### config.mk
export PLATFORM = sky130hd
export DESIGN_NAME = exec_seq
export DESIGN_NICKNAME = d
export VERILOG_FILES = /design/src/rtl/exec_seq.sv
export SDC_FILE = /design/constraint.sdc
export NUM_CORES = 1
export LEC_CHECK = 0
export CAP_MARGIN = 15
export CORE_AREA = 2 2 111 86
export CTS_BUF_LIST = sky130_fd_sc_hd__clkbuf_4 sky130_fd_sc_hd__clkbuf_8 sky130_fd_sc_hd__clkbuf_16
export CTS_CLUSTER_DIAMETER = 80
export DETAILED_ROUTE_END_ITERATION = 16
export DIE_AREA = 0 0 113 88
export GPL_ROUTABILITY_DRIVEN = 0
export PLACE_DENSITY = 0.66
export SLEW_MARGIN = 20
export SYNTH_ARGS = -nofsm -noshare
export SYNTH_HDL_FRONTEND = slang
export SYNTH_SLANG_ARGS = --single-unit
### constraint.sdc
create_clock -name clock_i -period 3.7 [get_ports clock_i]
set_input_delay 0.37 -clock clock_i [delete_from_list [all_inputs] [get_ports clock_i]]
set_output_delay 0.37 -clock clock_i [all_outputs]
set_load 0.05 [all_outputs]
### src/rtl/exec_seq.sv
// exec_seq: multi-cycle execute sequencer in front of an 8-entry,
// two-read/one-write register file. One instruction in flight at a time.
//
// Ports:
//   clock_i        rising-edge clock shared with the register file
//   reset_i        asynchronous active-high reset
//   instr_valid_i  instruction fields valid
//   instr_ready_o  sequencer can accept an instruction
//   op_i           opcode (ADD SUB AND OR XOR SHL SHR MUL)
//   src1_i/src2_i  operand register indices
//   dst_i          result register index
//   z1_i/z2_i      read-port data from the register file
//   addr1_o/addr2_o register file read addresses
//   addr3_o        register file write address
//   wdata_o        register file write data
//   enable_o       register file write enable
//   done_o         one-cycle pulse in the write-back cycle
//   zero_o         last written result was zero
//
// state | meaning
// IDLE  | waiting for an instruction, instr_ready high
// READ  | read addresses driven, operands captured at end of cycle
// EXEC  | compute; MUL iterates N cycles of shift-add
// WB    | write-back to the register file, done pulse
module exec_seq #(
  parameter int N = 8
) (
  input  logic         clock_i,
  input  logic         reset_i,
  input  logic         instr_valid_i,
  output logic         instr_ready_o,
  input  logic [2:0]   op_i,
  input  logic [2:0]   src1_i,
  input  logic [2:0]   src2_i,
  input  logic [2:0]   dst_i,
  input  logic [N-1:0] z1_i,
  input  logic [N-1:0] z2_i,
  output logic [2:0]   addr1_o,
  output logic [2:0]   addr2_o,
  output logic [2:0]   addr3_o,
  output logic [N-1:0] wdata_o,
  output logic         enable_o,
  output logic         done_o,
  output logic         zero_o
);

  localparam int CW = (N > 1) ? $clog2(N) : 1;

  localparam logic [2:0] OP_ADD = 3'b000;
  localparam logic [2:0] OP_SUB = 3'b001;
  localparam logic [2:0] OP_AND = 3'b010;
  localparam logic [2:0] OP_OR  = 3'b011;
  localparam logic [2:0] OP_XOR = 3'b100;
  localparam logic [2:0] OP_SHL = 3'b101;
  localparam logic [2:0] OP_SHR = 3'b110;
  localparam logic [2:0] OP_MUL = 3'b111;

  typedef enum logic [1:0] {IDLE, READ, EXEC, WB} state_t;

  state_t        state_q;
  logic [2:0]    op_q;
  logic [2:0]    dst_q;
  logic [N-1:0]  a_q;      // operand A, doubles as multiplicand during MUL
  logic [N-1:0]  b_q;      // operand B, doubles as multiplier during MUL
  logic [N-1:0]  acc_q;
  logic [CW-1:0] cnt_q;
  logic [2:0]    addr1_q;
  logic [2:0]    addr2_q;
  logic [2:0]    addr3_q;
  logic [N-1:0]  wdata_q;
  logic          enable_q;
  logic          done_q;
  logic          zero_q;
  logic          ready_q;

  logic [N-1:0]  acc_d;
  logic [N-1:0]  result_d;

  always_comb begin
    acc_d    = acc_q + (b_q[0] ? a_q : '0);
    result_d = '0;
    case (op_q)
      OP_ADD:  result_d = a_q + b_q;
      OP_SUB:  result_d = a_q - b_q;
      OP_AND:  result_d = a_q & b_q;
      OP_OR:   result_d = a_q | b_q;
      OP_XOR:  result_d = a_q ^ b_q;
      OP_SHL:  result_d = {a_q[N-2:0], 1'b0};
      OP_SHR:  result_d = {1'b0, a_q[N-1:1]};
      OP_MUL:  result_d = acc_d;   // valid on the final iteration
      default: result_d = '0;
    endcase
  end

  always_ff @(posedge clock_i or posedge reset_i) begin
    if (reset_i) begin
      state_q  <= IDLE;
      op_q     <= '0;
      dst_q    <= '0;
      a_q      <= '0;
      b_q      <= '0;
      acc_q    <= '0;
      cnt_q    <= '0;
      addr1_q  <= '0;
      addr2_q  <= '0;
      addr3_q  <= '0;
      wdata_q  <= '0;
      enable_q <= 1'b0;
      done_q   <= 1'b0;
      zero_q   <= 1'b0;
      ready_q  <= 1'b0;
    end else begin
      case (state_q)
        IDLE: begin
          if (instr_valid_i && ready_q) begin
            op_q    <= op_i;
            dst_q   <= dst_i;
            addr1_q <= src1_i;
            addr2_q <= src2_i;
            ready_q <= 1'b0;
            state_q <= READ;
          end else begin
            ready_q <= 1'b1;
          end
        end
        READ: begin
          a_q     <= z1_i;
          b_q     <= z2_i;
          acc_q   <= '0;
          cnt_q   <= CW'(N - 1);
          state_q <= EXEC;
        end
        EXEC: begin
          if (op_q == OP_MUL) begin
            acc_q <= acc_d;
            a_q   <= a_q << 1;
            b_q   <= b_q >> 1;
            cnt_q <= cnt_q - CW'(1);
          end
          if (op_q != OP_MUL || cnt_q == '0) begin
            wdata_q  <= result_d;
            addr3_q  <= dst_q;
            enable_q <= 1'b1;
            done_q   <= 1'b1;
            state_q  <= WB;
          end
        end
        WB: begin
          wdata_q  <= '0;
          addr3_q  <= '0;
          enable_q <= 1'b0;
          done_q   <= 1'b0;
          zero_q   <= (wdata_q == '0);
          ready_q  <= 1'b1;
          state_q  <= IDLE;
        end
        default: state_q <= IDLE;
      endcase
    end
  end

  assign instr_ready_o = ready_q;
  assign addr1_o       = addr1_q;
  assign addr2_o       = addr2_q;
  assign addr3_o       = addr3_q;
  assign wdata_o       = wdata_q;
  assign enable_o      = enable_q;
  assign done_o        = done_q;
  assign zero_o        = zero_q;

endmodule

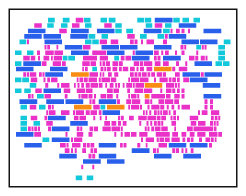
**Above:** run 1 (placed cells, one color a class).
(2 px per micron)
legend:
  magenta:
    class: combinational and other logic
    cells: 345
    share_of_their_area: 54%
  blue:
    class: sequential cells
    cells: 55
    share_of_their_area: 31%
  cyan:
    class: remaining buffers and delay cells
    cells: 56
    share_of_their_area: 12%
  orange:
    class: clock drivers and dummy loads
    cells: 6
    share_of_their_area: 3.0%

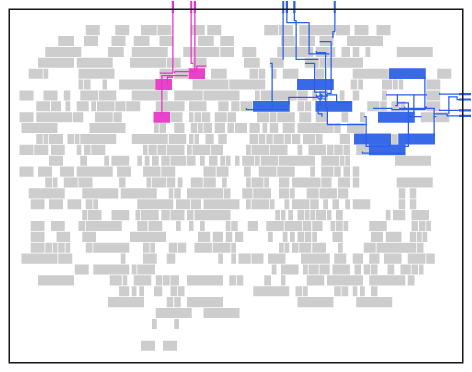
**Above:** run 1 (port wiring).
(4 px per micron)
legend:
  blue:
    port: `wdata_o`
    bits: 8
    direction: output
    edge: 4 right, 4 top
    end_cells: 8
    buffers: 8
    wire: 300 microns
  magenta:
    port: `op_i`
    bits: 3
    direction: input
    edge: top
    end_cells: 3
    buffers: 3
    wire: 75.9 microns

==> notes.md, run 1 <==
run metrics: status=finished, violations left, failing checks=DRC, die area=around 10000 sq um, met2 WL post-DR=just under 4 mm, CTS Buf Count=5, Finish-stage setup viols=0, clk sinks=55, nets=about 530, filler cell count=834, GRT Resource Usage Total=about 21%, DR iter-0 viols=266, post-synthesis cell count=between 400 and 500, post-DP HPWL=7.362 mm, die height=a little under 90 microns, met2 Use GR=between 30% and 40%, cycle use final=around four fifths, # DRC=1, Finished Cell Area=4578 sq um, setup tns final=0 ns, Compound Share, Synth=a little under a fifth, most used logic cell in the final layout=dfrtp_1, clk root buf=clkbuf_16, Max Cap Viol=0, FP Core Util=a little over two fifths, vias=3241, final hold violation count=0, IO buf count=51, xor/xnor share=under 10%, asr flop ratio synth=100.0%, Flops=55, Layout clock area frac=about 2.9%, Non-clock buffers, area share=a little under an eighth, CP Class=reg -> reg, I/O pins=around 52, max_slew headroom=between 30% and 40%, Worst-Margin Slew=0.9098 ns, # diodes=0, total global routing overflow=0, Buffers excl. clock=around 56, Adders+Majority by Area=a little over an eighth
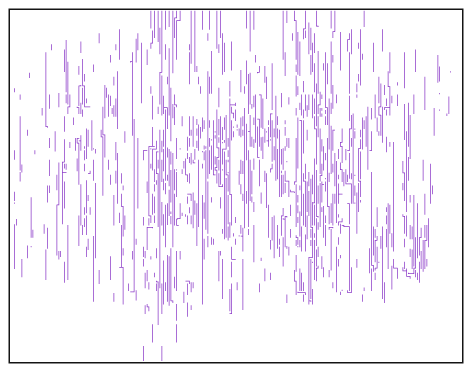
**Above:** run 1 (M2 wires).
(4 px per micron)
wire length on this layer: 3960 microns
longest straight run: 43.2 microns

==> run 1: critical path: stages, from the launching register on <==
cell	delay [ns]
dfrtp_1	0.46
inv_1	0.23
ha_1	0.22
nand2_1	0.08
o41ai_1	0.31
xnor2_1	0.13
ha_1	0.20
or2_2	0.31
a2111oi_0	0.47
o21ai_0	0.20
a31oi_1	0.19
a22o_1	0.14
==> run 1: sequential cells by signal, indices dropped and copies added (netlist names), 2 cells and up <==
register,cells
b_q,8
op_q,3
a_q,8
cnt_q,3
addr3_o,3
acc_q,8
state_q,2
wdata_o,8
addr2_o,3
dst_q,3
addr1_o,3
==> run 1: path summary, 6_finish.rpt <==
path | startpoint | endpoint | cells past startpoint
max | b_q[0] | wdata_o[7] | 11
min | addr3_o[2] | addr3_o[2] | 2
max reg2reg | b_q[0] | wdata_o[7] | 11
min reg2reg | addr3_o[2] | addr3_o[2] | 2
max in group asynchronous | reset_i | addr1_o[2] | 3
min in group asynchronous | reset_i | addr1_o[1] | 2
==> run 1: per-stage QoR <==
stage | cells | setup slack (ns) | util [%]
finish | 574 | 0.7119 | 51.68
global route | 574 | 0.4699 | 51.68
CTS | 574 | 0.8109 | 51.68
detailed placement | 568 | 0.8235 | 50.18
global placement | 568 | 0.8719 | 50.18
floorplan | 419 | 1.086 | -
**Run 1: cell outlines without signal wires**

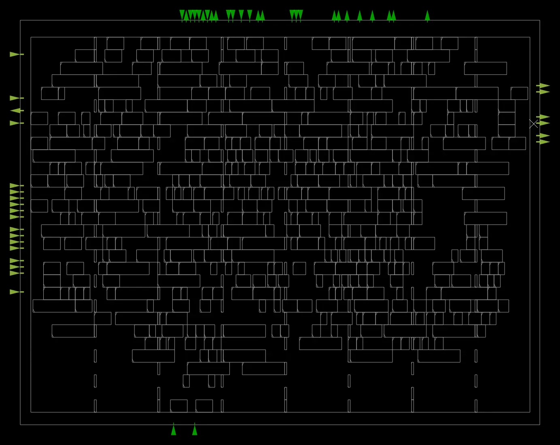

==> run 2, diff against run 1 <==
Settings changed: PLACE_DENSITY 0.66 to 0.68.
Clock period 3.7 ns to 2.5 ns, I/O delays scaled along.
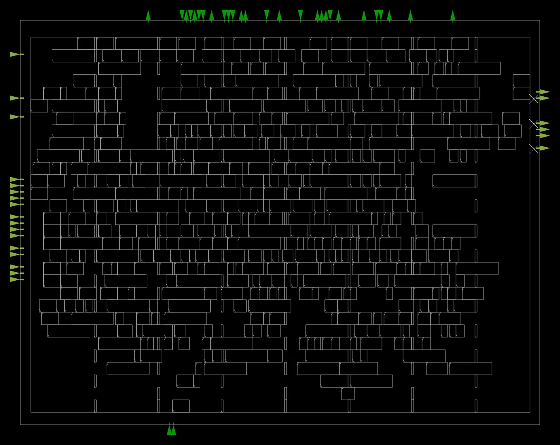
**Above:** run 2 (cell outlines without signal wires).
standard-cell rows: 30
Finished Layout Cells: 612

==> run 2 against run 1 <==
  * The flow finishes with violations (DRC, setup timing)
  * First-iteration DRC count fell by 25%
  * Maximum frequency rose by 18%
  * Critical path depth decreased by 1
  * Count of clock-buffer cells in the layout increased by 1
  * Final area up 11%
  * Wire length rose by 12%
==> notes.md, run 2 <==
run metrics: vias=around 3500, cycle use final=101.3%, status=finished, violations left, CP Class=reg -> reg, post-synthesis cell count=around 420, # DRC=3, R2R depth=10, GRT Resource Usage Total=a little over a fifth, DP Cell Count=just under 600, I/O pins=~52, IO buf count=slightly above 50, Buffers excl. clock=about 93, most used logic cell in the final layout=dfrtp_1, Vias/cell=5.688, Finish-stage setup viols=2, clk sinks=around 55, Non-clock buffers, area share=16.49%, failing checks=DRC, setup timing, Critical R2R Capture=wdata_o[4], Worst-Margin Slew=0.9183 ns, Max Cap Viol=0, die area=9944 sq um, worst setup path start=op_q[1], # diodes=0, Layout clock area frac=around 3.2%, asr flop ratio synth=100.0%, final setup margin=-0.03239 ns, DR iter-0 viols=between 150 and 200, crit-path cells=nor3b_4 -> nor2_1 -> xnor2_1 -> ha_1 -> nor2b_4 -> o21a_1 -> or3_1 -> a21oi_2 -> o41ai_1 -> a21o_1, critical path's slowest cell=dfrtp_2, Flops=roughly 55, Max stage delay on crit path=0.48 ns, FP Core Util=43.67%, post-DP HPWL=8.040 mm, hold_ws=0.3424 ns, reg2reg start=op_q[1], nets=570, die height=just under 90 microns, clk root buf=clkbuf_16, DP Worst Slack=-0.1071 ns, filler cell count=roughly 770, CTS Buf Count=5, setup tns final=-0.04552 ns, total global routing overflow=0
==> run 2: cell count changes in the layout (fill, tap and decap cells not counted), moves of 2 or more <==
cell	previous run	this run
nand2_4	0	2
ha_4	0	4
ha_1	37	32
fa_1	2	0
nand2_1	49	47
a211oi_2	1	3
o21ai_2	1	3
inv_2	3	5
buf_4	5	41
dfrtp_2	0	3
a211oi_1	3	1
fa_2	0	2
dfrtp_1	55	52
inv_1	28	26
==> run 2: metal layers <==
layer / part of all wire (%) / global-route usage [%] / vias to the layer above
met5: 0 / 0 / -
met1: 47 / 30.58 / 1702
met3: 5.6 / 3.183 / 18
li1: - / - / 1638
met4: 1.9 / 6.541 / 0
met2: 45 / 34.46 / 123
==> run 2: kinds of logic after synthesis <==
logic type                 after synthesis  share of synthesized area (%)
adders and majority gates               39                          13.00
and+or+nand+nor                        115                          14.46
xor gates and xnor gates                16                          3.622
muxes                                   31                          8.441
DFF                                     55                          35.58
buffers and inverters                   50                          5.886
AOI/OAI and AO/OA                      113                          19.02
==> run 2: worst max-delay path: cells and delay by family, from the launching register on <==
kind,cells,cell delay (ns)
adder cells (fa/ha/maj),1,0.32
flip-flops,1,0.48
AND/OR/NAND/NOR,4,0.84
XOR/XNOR,1,0.13
AND-OR/OR-AND,4,0.66
==> run 2: timing repair <==
action	in CTS	in global routing
pin swaps	10	18
endpoints found under the setup margin	3	12
gates resized	10	29
buffers inserted	4	4
==> run 3, diff against run 2 <==
Settings changed: SKIP_LAST_GASP from default to 1.
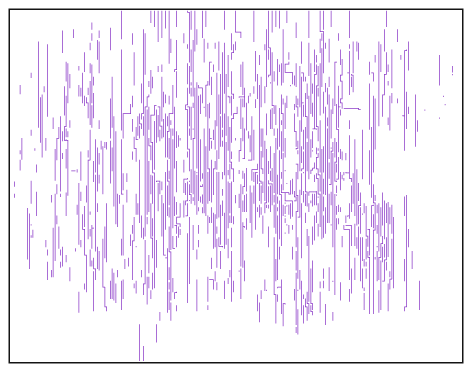
**Above:** run 3 (M2 wires).
(4 px per micron)
wire length on this layer: 4960 microns
main direction: vertical
nets with wire on the layer: 486

==> run 3 against run 2 <==
  * The flow still finishes with violations (DRC, setup timing)
  * Register-to-register slack barely moved
  * Worst setup slack lost 0.0069 ns
  * Maximum frequency shrank 0.27%
  * Clock skew about the same
  * Synthesized area unchanged
  * Core utilization is 0.11 points lower
  * Via count decreased by 0.34%
  * Non-clock buffer count did not move
  * Largest cell class unchanged
==> notes.md, run 3 <==
run metrics: CP top delay family=simple AND/OR/NAND/NOR gates, Clock H-tree levels=2, die height=around 88 microns, Critical Path Stages=10, Worst-Margin Slew=0.9144 ns, Finished Layout Cells=around 610, standard-cell rows=30, Max Cap Viol=0, IO buf count=51, R2R depth=10, die area=9944 sq um, FP Core Util=between 40% and 50%, Worst setup endpoint=wdata_o[4], worst setup path start=op_q[1], I/O pins=~52, CTS Buf Count=5, vias=3469, final setup margin=-0.03931 ns, # DRC=3, total global routing overflow=0, DP Cell Count=between 500 and 600, hold_ws=roughly 0.34 ns, CP startpoint kind=flip-flop, Vias/cell=5.668, clk root buf=clkbuf_16, DR iter-0 viols=between 200 and 250, failing checks=DRC, setup timing, filler cell count=between 700 and 800, Max stage delay on crit path=between 0.4 and 0.5 ns, crit-path cells=nor3b_4 -> nor2_1 -> xnor2_1 -> ha_1 -> nor2b_4 -> o21a_1 -> or3_1 -> a21oi_2 -> o41ai_1 -> a21o_1, CP Class=reg -> reg, critical path arrival=2.73 ns, Finish-stage setup viols=2, nets=570, # diodes=0, most used logic cell in the final layout=dfrtp_1, post-DP HPWL=between 8 and 9 mm, final hold violation count=0, post-synthesis cell count=~420, Core ar.=roughly 9000 sq um, clk sinks=55, layout cell share with drive strength beyond 1=roughly a fifth, max_slew headroom=between 30 and 40%, status=finished, violations left, asr flop ratio synth=100.0%, cycle use final=101.6%, critical path's slowest cell=dfrtp_2
==> run 3: cell counts after synthesis <==
Identical to the previous run, type by type.
==> run 3: cells by family after synthesis <==
group,Yosys count,synth area share (%)
AND/OR/NAND/NOR,115,14.46
AND-OR/OR-AND,113,19.02
flip-flops,55,35.58
buffers and inverters,50,5.886
adder cells (fa/ha/maj),39,13.00
multiplexers,31,8.441
XOR/XNOR,16,3.622
==> run 3: area by class of cell <==
type / count / share of cell area [%]
Clock buffer: 6 / 2.614
Clock inverter: 1 / 0.5919
Inverter: 31 / 2.293
Multi-Input combinational cell: 314 / 48.01
Sequential cell: 55 / 27.20
Tap cell: 112 / 2.762
Timing Repair Buffer: 93 / 16.52
==> run 3: per-layer routing <==
metal  wire length, microns  global-route usage, %  vias up
met2                   4964                  34.46      122
li1                       -                      -     1634
met3                    717                  3.183       20
met1                   4938                  30.58     1693
met5                      0                      0        -
met4                    201                  6.541        0
==> run 3: stage by stage <==
step	utilization [%]	instance area (sq um)	setup TNS, ns	worst slack [ns]
6_report	57.27	5074	-0.07050	-0.03931
3_5_place_dp	52.88	4684	-0.2767	-0.1071
3_3_place_gp	52.88	4684	-0.1040	-0.05754
2_1_floorplan	-	3879	0	0.02625
4_1_cts	55.44	4911	0	0.0004374
5_1_grt	57.27	5074	-0.3953	-0.1138
==> run 3: repair_timing <==
item / 4_1_cts / 5_1_grt
pin swaps: 10 / 18
setup endpoints to repair: 3 / 12
setup buffers: 4 / 4
gates resized: 10 / 28
